## config.mk

```make
export PLATFORM = sky130hd
export DESIGN_NAME = uart_rx_cfg
export DESIGN_NICKNAME = d
export VERILOG_FILES = /design/src/rtl/uart_pkg.sv /design/src/rtl/uart_rx_sampler.sv /design/src/rtl/uart_rx_cfg.sv
export SDC_FILE = /design/constraint.sdc
export NUM_CORES = 1
export LEC_CHECK = 0
export CORE_UTILIZATION = 50
export CTS_BUF_LIST = sky130_fd_sc_hd__clkbuf_4
export DETAILED_ROUTE_END_ITERATION = 6
export PLACE_DENSITY = 0.8
export SYNTH_ARGS = -nofsm -noshare
export SYNTH_HDL_FRONTEND = slang
export SYNTH_SLANG_ARGS = --single-unit
```

## constraint.sdc

```tcl
create_clock -name i_clock -period 4.15 [get_ports i_clock]
set_input_delay 0.83 -clock i_clock [delete_from_list [all_inputs] [get_ports i_clock]]
set_output_delay 0.83 -clock i_clock [all_outputs]
set_load 0.01 [all_outputs]
```

## src/rtl/uart_pkg.sv

```systemverilog
// Shared definitions for the configurable UART receiver: state encoding,
// majority-sample offsets and parameter legality check.
package uart_pkg;

  typedef enum logic [2:0] {
    IDLE   = 3'd0,
    START  = 3'd1,
    DATA   = 3'd2,
    PARITY = 3'd3,
    STOP   = 3'd4,
    BREAK  = 3'd5
  } rx_state_t;

  // Tick-counter positions of the three majority samples within a bit
  function automatic int unsigned sample_early(input int unsigned os);
    return os / 2 - 1;
  endfunction

  function automatic int unsigned sample_mid(input int unsigned os);
    return os / 2;
  endfunction

  function automatic int unsigned sample_decide(input int unsigned os);
    return os / 2 + 1;
  endfunction

  function automatic bit rx_params_legal(input int unsigned data_bits,
                                         input int unsigned oversample,
                                         input int unsigned stop_bits,
                                         input int unsigned parity_odd);
    return (data_bits >= 5) && (data_bits <= 9) &&
           (oversample >= 8) && (oversample <= 32) && (oversample % 2 == 0) &&
           ((stop_bits == 1) || (stop_bits == 2)) && (parity_odd <= 1);
  endfunction

endpackage

```

## src/rtl/uart_rx_sampler.sv

```systemverilog
// Line front end: 2-flop synchroniser plus 3-sample majority vote around
// the middle of each bit period.
module uart_rx_sampler
  import uart_pkg::*;
#(
  parameter int unsigned OVERSAMPLE = 16
) (
  input  logic                          i_clock,
  input  logic                          i_reset,
  input  logic                          i_s_tick,
  input  logic                          i_rx,
  input  logic [$clog2(OVERSAMPLE)-1:0] s,
  output logic                          rx_s,
  output logic                          vote
);

  localparam int unsigned SW = $clog2(OVERSAMPLE);
  localparam logic [SW-1:0] S_EARLY = SW'(sample_early(OVERSAMPLE));
  localparam logic [SW-1:0] S_MID   = SW'(sample_mid(OVERSAMPLE));

  logic rx_meta;
  logic smp_early;
  logic smp_mid;

  // Synchroniser resets to the idle level so reset never looks like a start bit
  always_ff @(posedge i_clock or posedge i_reset) begin : p_sync
    if (i_reset) begin
      rx_meta   <= 1'b1;
      rx_s      <= 1'b1;
      smp_early <= 1'b1;
      smp_mid   <= 1'b1;
    end else begin
      rx_meta <= i_rx;
      rx_s    <= rx_meta;
      if (i_s_tick && (s == S_EARLY)) smp_early <= rx_s;
      if (i_s_tick && (s == S_MID))   smp_mid   <= rx_s;
    end
  end

  // Third sample is the live rx_s on the decision tick
  assign vote = (smp_early & smp_mid) | (smp_early & rx_s) | (smp_mid & rx_s);

endmodule

```

## src/rtl/uart_rx_cfg.sv

```systemverilog
// Configurable UART receiver (data width, oversampling, stop bits, break).
// Parity checking is compiled in only when UART_RX_PARITY_EN is defined.
module uart_rx_cfg
  import uart_pkg::*;
#(
  parameter int unsigned DATA_BITS  = 8,
  parameter int unsigned OVERSAMPLE = 16,
  parameter int unsigned STOP_BITS  = 1,
  parameter int unsigned PARITY_ODD = 0
) (
  input  logic                 i_clock,
  input  logic                 i_reset,
  input  logic                 i_s_tick,
  input  logic                 i_rx,
  output logic [DATA_BITS-1:0] o_data,
  output logic                 o_rx_done_tick,
  output logic                 o_frame_err,
  output logic                 o_parity_err,
  output logic                 o_busy
);

  localparam int unsigned SW = $clog2(OVERSAMPLE);
  localparam int unsigned NW = $clog2(DATA_BITS + 1);
  localparam logic [SW-1:0] S_DECIDE    = SW'(sample_decide(OVERSAMPLE));
  localparam logic [SW-1:0] S_LAST      = SW'(OVERSAMPLE - 1);
  localparam logic [NW-1:0] N_DATA_LAST = NW'(DATA_BITS - 1);
  localparam logic [NW-1:0] N_STOP_LAST = NW'(STOP_BITS - 1);

  if (!rx_params_legal(DATA_BITS, OVERSAMPLE, STOP_BITS, PARITY_ODD)) begin : g_bad_params
    $error("uart_rx_cfg: illegal parameter combination");
  end

  rx_state_t            state;
  logic [SW-1:0]        s;
  logic [NW-1:0]        n;
  logic [DATA_BITS-1:0] shreg;
  logic                 frame_pend;
  logic                 rx_s;
  logic                 vote;
`ifdef UART_RX_PARITY_EN
  logic                 parity_pend;
`endif

  uart_rx_sampler #(
    .OVERSAMPLE(OVERSAMPLE)
  ) u_sampler (
    .i_clock (i_clock),
    .i_reset (i_reset),
    .i_s_tick(i_s_tick),
    .i_rx    (i_rx),
    .s       (s),
    .rx_s    (rx_s),
    .vote    (vote)
  );

  always_ff @(posedge i_clock or posedge i_reset) begin : p_fsm
    if (i_reset) begin
      state          <= IDLE;
      s              <= '0;
      n              <= '0;
      shreg          <= '0;
      frame_pend     <= 1'b0;
`ifdef UART_RX_PARITY_EN
      parity_pend    <= 1'b0;
`endif
      o_data         <= '0;
      o_rx_done_tick <= 1'b0;
      o_frame_err    <= 1'b0;
      o_parity_err   <= 1'b0;
      o_busy         <= 1'b0;
    end else begin
      o_rx_done_tick <= 1'b0;
      if (i_s_tick) begin
        case (state)
          IDLE: begin
            s <= '0;
            if (!rx_s) begin
              state      <= START;
              n          <= '0;
              frame_pend <= 1'b0;
`ifdef UART_RX_PARITY_EN
              parity_pend <= 1'b0;
`endif
              o_busy     <= 1'b1;
            end
          end
          START: begin
            if ((s == S_DECIDE) && vote) begin
              state  <= IDLE;
              s      <= '0;
              o_busy <= 1'b0;
            end else if (s == S_LAST) begin
              state <= DATA;
              s     <= '0;
              n     <= '0;
            end else begin
              s <= s + SW'(1);
            end
          end
          DATA: begin
            if (s == S_DECIDE) shreg <= {vote, shreg[DATA_BITS-1:1]};
            if (s == S_LAST) begin
              s <= '0;
              if (n == N_DATA_LAST) begin
                n <= '0;
`ifdef UART_RX_PARITY_EN
                state <= PARITY;
`else
                state <= STOP;
`endif
              end else begin
                n <= n + NW'(1);
              end
            end else begin
              s <= s + SW'(1);
            end
          end
`ifdef UART_RX_PARITY_EN
          PARITY: begin
            if (s == S_DECIDE) parity_pend <= (^shreg ^ vote) != 1'(PARITY_ODD);
            if (s == S_LAST) begin
              state <= STOP;
              s     <= '0;
            end else begin
              s <= s + SW'(1);
            end
          end
`endif
          // Last stop bit completes the word at its decision point
          STOP: begin
            if (s == S_DECIDE) begin
              if (n == N_STOP_LAST) begin
                o_data         <= shreg;
                o_frame_err    <= frame_pend | ~vote;
`ifdef UART_RX_PARITY_EN
                o_parity_err   <= parity_pend;
`else
                o_parity_err   <= 1'b0;
`endif
                o_rx_done_tick <= 1'b1;
                s              <= '0;
                n              <= '0;
                if (frame_pend | ~vote) begin
                  state <= BREAK;
                end else begin
                  state  <= IDLE;
                  o_busy <= 1'b0;
                end
              end else begin
                frame_pend <= frame_pend | ~vote;
                s          <= s + SW'(1);
              end
            end else if (s == S_LAST) begin
              s <= '0;
              n <= n + NW'(1);
            end else begin
              s <= s + SW'(1);
            end
          end
          BREAK: begin
            if (rx_s) begin
              state  <= IDLE;
              o_busy <= 1'b0;
            end
          end
          default: begin
            state  <= IDLE;
            s      <= '0;
            o_busy <= 1'b0;
          end
        endcase
      end
    end
  end

endmodule
```

Run 1, metal 1:
Bar = 20 microns. Supply wires on this layer in gray.
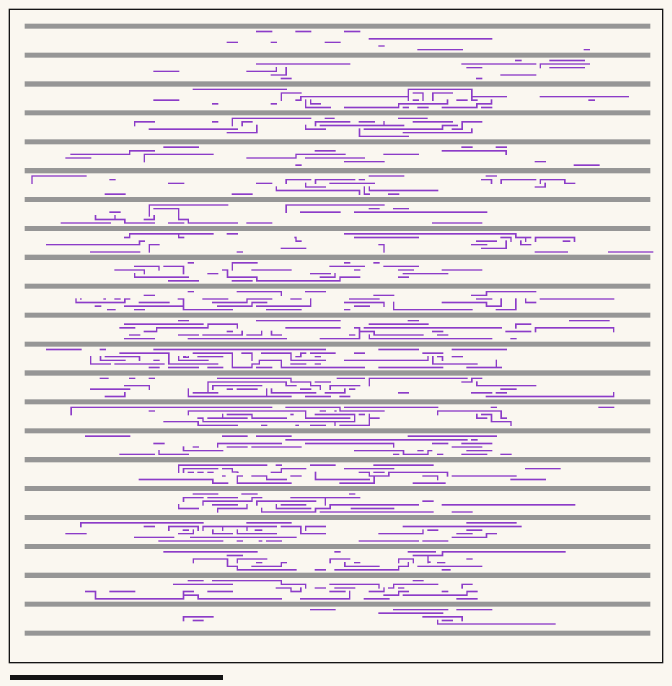
longest straight run	18.9 microns
share of all routed wire	45%
routed vias: 1339
GR Layer Usage met1: 26.5%

Run 1, the metal 2 layer:
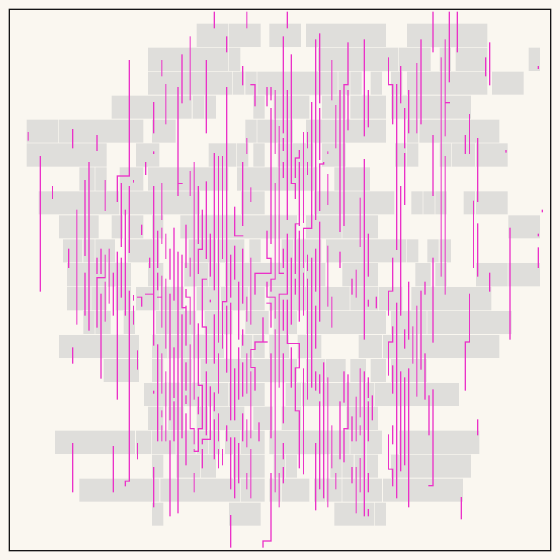
share of all routed wire	51%
main direction	vertical
wire length on this layer	1850 microns

Run 1, met3 routing:
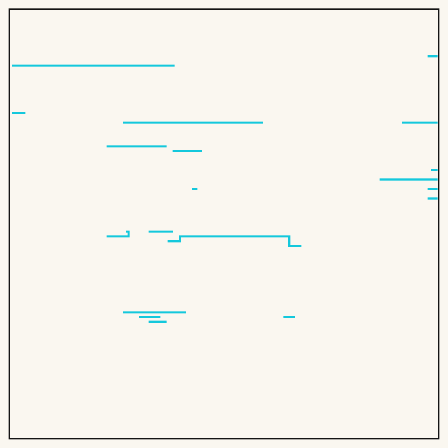
share of all routed wire	3.2%
longest straight run	23.0 microns

==> notes.md, run 1 <==
yosys + openroad results -> Synth top cells by count=nand2_1, dfrtp_1, mux2_2, o21ai_0, inv_1, Worst Tran Pin Value=0.905 ns, CTS tree=built, # H-tree levels=2, setup ws final=1.59 ns, worst vdd ir=roughly 0.00023 V, Longest Clk Path Bufs=2, Comb power frac=between 10% and 20%, Tmin final=2.56 ns, Post-route DRC=0, Largest type area fraction=44.0%, Psw=0.242 mW, Hold WC Path Type=flop to flop, layout cell share with drive strength beyond 1=14.9%, Setup Crit Path Kind=primary input to flop, Hold Crit Start=u_sampler.rx_meta, Leading cell kind=flip-flops and latches, Detailed Place HPWL=2.48 mm, setup TNS=0 ns, overall power=around 0.82 mW, P_int=0.578 mW, grt met3 use=5.88%, Hold Slack=0.364 ns, leakage=0.946 nW, die width=just over 60 microns, number of enable flip-flop cells=0, Seq pwr share=49.5%, global-route wire length before repair=5.87 mm, comb pwr=0.157 mW, post-route ant nets=0, WP depth=5, simple share=23.7%, core area=3360 sq um, die area=3770 sq um, slowest cell delay on critical path=0.70 ns, Core Util, Final=60.0%, Final Hold Vio Count=0, Worst Hold Path EP=u_sampler.rx_s, YS warnings=0, number of non-clock buffers=16, total CTS buffers=5, clock network contribution to total cell area=approximately 4.1%, Hold Path Stages=0, most frequent cell after synthesis=nand2_1, adder share=roughly 4.2%, CP cell instances=clkdlybuf4s50_1 -> nor4b_1 -> o22ai_1 -> or4b_1 -> nand2_1, worst reg2reg setup slack=1.90 ns, Total GRT Usage=21.8%, Clock buffer cells=7, reg2reg path depth=6, worst setup path end=n[2], WL met1=1.65 mm, Synth Flop Type=dfrtp_1, TritonRoute pass-1 iters=4, met2 Track Usage GR=38.5%, status=finished clean, Top area cell types=dfrtp_1, nand2_1, mux2_2, dfstp_2, ha_1, multi-input combinational area share=about two fifths, sequential power=~0.41 mW, floorplan core density=52.4%, startpoint types=primary input, area growth from synthesis to final layout=14.6%, asr flop ratio synth=100%, clock share of power=a little under a third, sequential-to-total area share from yosys stat=50.0%, # IOs=16, Sw Share=29.5%, Yosys Instances=178, Setup crit start=i_s_tick, Iteration-0 DRC Markers=39, worst clock skew=0.0105 ns, Required @ worst endpoint=4.42 ns, r2r endpoint=n[2], WP buf/inv=1, synthesized area=1760 sq um, routability congestion estimate=0.802, gr ovfl total=0, Yosys top cell by area=dfrtp_1, layout filler cell count=295, mux share=7.03%, ao+oa area frac=10.5%, Top Family by Delay on Critical Path=simple AND/OR/NAND/NOR gates, cell count after synthesis=178, layer with the highest usage=met2, Power Clock=0.257 mW, cell count after placement=233, footprint of the multi-input gates=813 sq um, Setup-failing EPs final=0
Run 1, placed cells, one color a class:
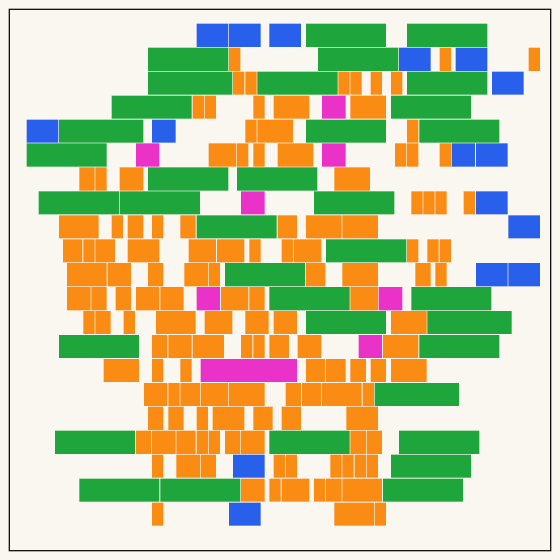

## Run 2: what changed since run 1
--- a/config.mk
+++ b/config.mk
@@ -8,7 +8,7 @@
 export CORE_UTILIZATION = 50
 export CTS_BUF_LIST = sky130_fd_sc_hd__clkbuf_4
 export DETAILED_ROUTE_END_ITERATION = 6
-export PLACE_DENSITY = 0.8
+export PLACE_DENSITY = 0.83
 export SYNTH_ARGS = -nofsm -noshare
 export SYNTH_HDL_FRONTEND = slang
 export SYNTH_SLANG_ARGS = --single-unit
==> constraint.sdc (replaced) <==
create_clock -name i_clock -period 2.17 [get_ports i_clock]
set_input_delay 0.434 -clock i_clock [delete_from_list [all_inputs] [get_ports i_clock]]
set_output_delay 0.434 -clock i_clock [all_outputs]
set_load 0.01 [all_outputs]
Run 2, placed cells, one color a class:
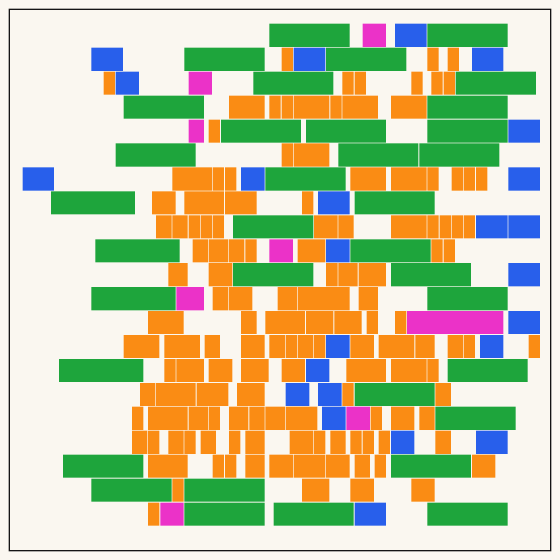
color	class	cells	share of their area
green	registers	35	43%
blue	remaining buffers and delay cells	24	11%
orange	remaining logic cells	136	42%
magenta	clock drivers and dummy loads	8	4.0%

Run 2, met3 routing:
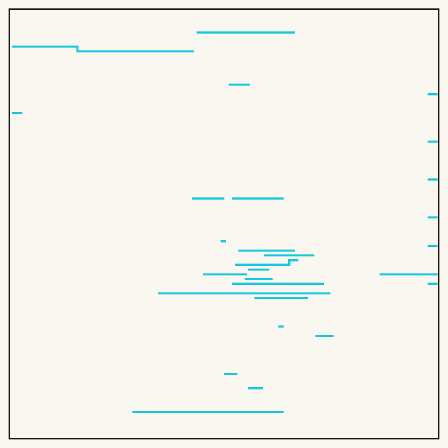
nets with wire on the layer	23
share of all routed wire	5.1%
wire length on this layer	179 microns
main direction	horizontal

==> notes.md, run 2 <==
yosys + openroad results -> status=finished clean, grt met3 use=6.30% (+0.42 points), post-route ant nets=0 (unchanged), Hold WC Path Type=flop to flop, clock network contribution to total cell area=3.89% (-0.20 points), slowest cell delay on critical path=0.47 ns (-0.23 ns), Total GRT Usage=20.9% (-0.93 points), floorplan core density=52.4% (unchanged), footprint of the multi-input gates=827 sq um (+1.7%), die width=61.4 microns (unchanged), routed vias=1377 (+2.8%), simple share=23.7% (unchanged), CP cell instances=ha_1 -> and3b_1 -> a2111o_1 -> nand3_2 -> or4b_1 -> o21ai_1, multi-input combinational area share=39.5% (-0.74 points), Seq pwr share=49.5% (about the same), total CTS buffers=5 (unchanged), Final Hold Vio Count=0 (unchanged), clock share of power=30.8% (-0.5 points), worst vdd ir=0.000476 V (+100%), layout cell share with drive strength beyond 1=18.7% (+3.8 points), most frequent cell after synthesis=nand2_1, number of non-clock buffers=24 (+8), Setup crit start=s[0], Setup-failing EPs final=0 (unchanged), Worst Hold Path EP=u_sampler.rx_s, WL met1=1.45 mm (-12%), routability congestion estimate=0.845 (+5.4%), Required @ worst endpoint=2.45 ns (-1.97 ns), Synth top cells by count=nand2_1, dfrtp_1, mux2_2, o21ai_0, inv_1, Synth Flop Type=dfrtp_1, asr flop ratio synth=100% (unchanged), Top Family by Delay on Critical Path=simple AND/OR/NAND/NOR gates, comb pwr=0.307 mW (+96%), Psw=0.473 mW (+95%), cell count after synthesis=178 (unchanged), layout filler cell count=281 (-4.7%), GR Layer Usage met1=23.0% (-3.5 points), Leading cell kind=flip-flops and latches, met2 Track Usage GR=36.0% (-2.5 points), Clock buffer cells=5 (-2), r2r endpoint=s[3], WP depth=6 (+1), number of enable flip-flop cells=0 (unchanged), CTS tree=built, setup TNS=0 ns (unchanged), leakage=0.986 nW (+4.2%), worst setup path end=s[3], Hold Crit Start=u_sampler.rx_meta, # IOs=16 (unchanged), Comb power frac=19.7% (+0.6 points), gr ovfl total=0 (unchanged), WP buf/inv=0 (-1), # H-tree levels=2 (unchanged), core area=3360 sq um (unchanged), adder share=4.19% (unchanged), Hold Slack=0.376 ns (+0.0120 ns), Tmin final=2.09 ns, Largest type area fraction=44.0% (unchanged), synthesized area=1760 sq um (unchanged), cell count after placement=240 (+3.0%), overall power=1.56 mW (+90%), Setup Crit Path Kind=flop to flop, sequential power=0.774 mW (+90%), Post-route DRC=0 (unchanged), YS warnings=0 (unchanged), Hold Path Stages=0 (unchanged), sequential-to-total area share from yosys stat=50.0% (unchanged), TritonRoute pass-1 iters=5 (+1), ao+oa area frac=10.5% (unchanged), worst clock skew=0.0143 ns (+0.00384 ns), Detailed Place HPWL=2.56 mm (+3.0%), startpoint types=flop
Run 2, metal 1:
Bar = 20 microns. Supply wires on this layer in gray.
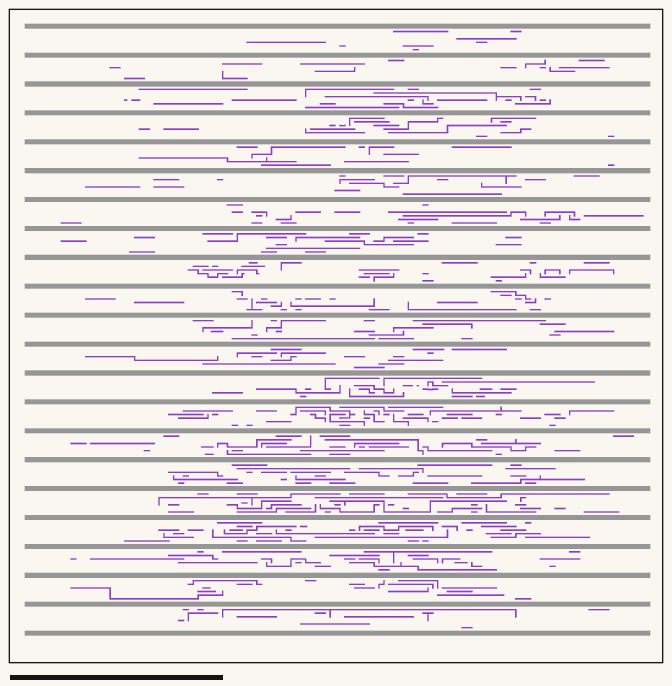

## Run 3: what changed since run 2
--- a/config.mk
+++ b/config.mk
@@ -5,10 +5,12 @@
 export SDC_FILE = /design/constraint.sdc
 export NUM_CORES = 1
 export LEC_CHECK = 0
-export CORE_UTILIZATION = 50
+export CELL_PAD_IN_SITES_DETAIL_PLACEMENT = 0
+export CELL_PAD_IN_SITES_GLOBAL_PLACEMENT = 2
+export CORE_UTILIZATION = 34
 export CTS_BUF_LIST = sky130_fd_sc_hd__clkbuf_4
 export DETAILED_ROUTE_END_ITERATION = 6
-export PLACE_DENSITY = 0.83
+export PLACE_DENSITY = 0.86
 export SYNTH_ARGS = -nofsm -noshare
 export SYNTH_HDL_FRONTEND = slang
 export SYNTH_SLANG_ARGS = --single-unit
Run 3, metal 1:
Bar = 20 microns. Supply wires on this layer in gray.
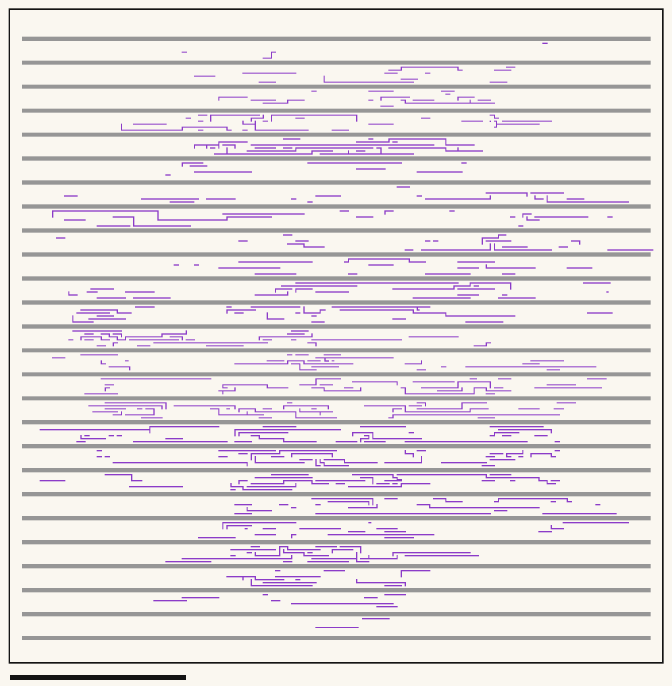
main direction	horizontal
wire length on this layer	1650 microns
share of all routed wire	46%
routed vias: 1364
GR Layer Usage met1: 18.7%
routed wire length: 3.58 mm

Run 3, the metal 2 layer:
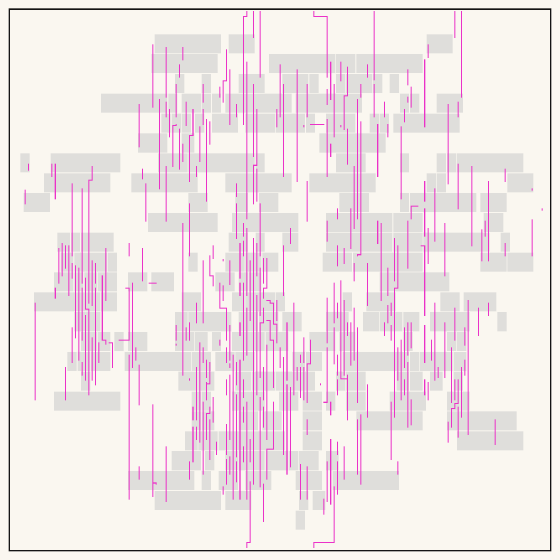
longest straight run	33.7 microns
share of all routed wire	48%
nets with wire on the layer	180
main direction	vertical
wire length on this layer	1740 microns

==> notes.md, run 3 <==
yosys + openroad results -> CP cell instances=ha_2 -> and3b_2 -> a2111o_1 -> nand3_2 -> or4b_4 -> o21ai_1, r2r endpoint=s[3], Detailed Place HPWL=2.53 mm (-0.98%), Leading cell kind=flip-flops and latches, grt met3 use=4.34% (-2.0 points), Tmin final=2.09 ns (+0.00649 ns), Seq pwr share=52.2% (+2.7 points), multi-input combinational area share=39.6% (+0.042 points), ao+oa area frac=10.5% (unchanged), Hold Crit Start=u_sampler.rx_meta, cell count after synthesis=178 (unchanged), Setup Crit Path Kind=flop to flop, number of enable flip-flop cells=0 (unchanged), status=finished clean, gr ovfl total=0 (unchanged), Hold Slack=0.368 ns (-0.00838 ns), slowest cell delay on critical path=0.50 ns (+0.03 ns), die width=74.0 microns (+21%), simple share=23.7% (unchanged), Hold WC Path Type=flop to flop, sequential power=0.776 mW (about the same), Hold Path Stages=0 (unchanged), clock share of power=24.6% (-6.2 points), CTS tree=built, Setup-failing EPs final=0 (unchanged), number of non-clock buffers=26 (+8.3%), Synth top cells by count=nand2_1, dfrtp_1, mux2_2, o21ai_0, inv_1, Clock buffer cells=5 (unchanged), cell count after placement=262 (+9.2%), routability congestion estimate=0.834 (-1.2%), footprint of the multi-input gates=841 sq um (+1.7%), # H-tree levels=2 (unchanged), synthesized area=1760 sq um (unchanged), met3 WL post-DR=roughly 130 microns, comb pwr=0.344 mW (+12%), Total GRT Usage=14.7% (-6.2 points), layout filler cell count=475 (+69%), met2 Track Usage GR=23.1% (-13 points), worst clock skew=0.0153 ns (+0.00102 ns), adder share=4.19% (unchanged), WP buf/inv=0 (unchanged), Largest type area fraction=44.0% (unchanged), worst vdd ir=0.000244 V (-49%), post-route ant nets=0 (unchanged), worst setup path end=s[3], Required @ worst endpoint=2.45 ns (about the same), Post-route DRC=0 (unchanged), leakage=0.979 nW (-0.72%), core area=4850 sq um (+44%), overall power=1.48 mW (-5.0%), Final Hold Vio Count=0 (unchanged), sequential-to-total area share from yosys stat=50.0% (unchanged), TritonRoute pass-1 iters=4 (-1), most frequent cell after synthesis=nand2_1, total CTS buffers=5 (unchanged), asr flop ratio synth=100% (unchanged), Comb power frac=23.2% (+3.5 points), setup TNS=0 ns (unchanged), Psw=0.488 mW (+3.3%), clock network contribution to total cell area=2.71% (-1.2 points), Setup crit start=s[0], YS warnings=0 (unchanged), WL met1=1.65 mm (+14%), Synth Flop Type=dfrtp_1, Worst Hold Path EP=u_sampler.rx_s, # IOs=16 (unchanged)

==> screenshots <==
Track usage over the die.
shot_01.png
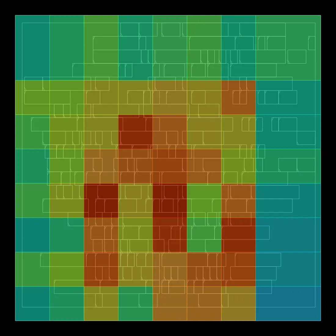
shot_02.png
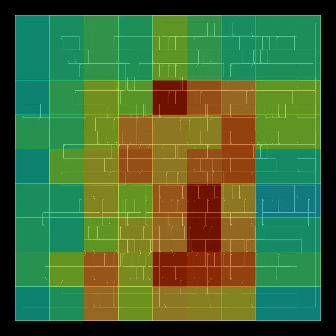
shot_03.png
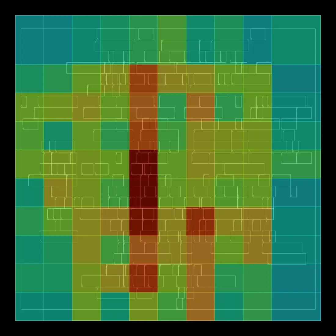
- shot_03.png = run 3
- shot_01.png = run 1
- shot_02.png = run 2
Of these, lowest track usage: shot_03.png

Power is estimated from default activity; no workload was simulated.
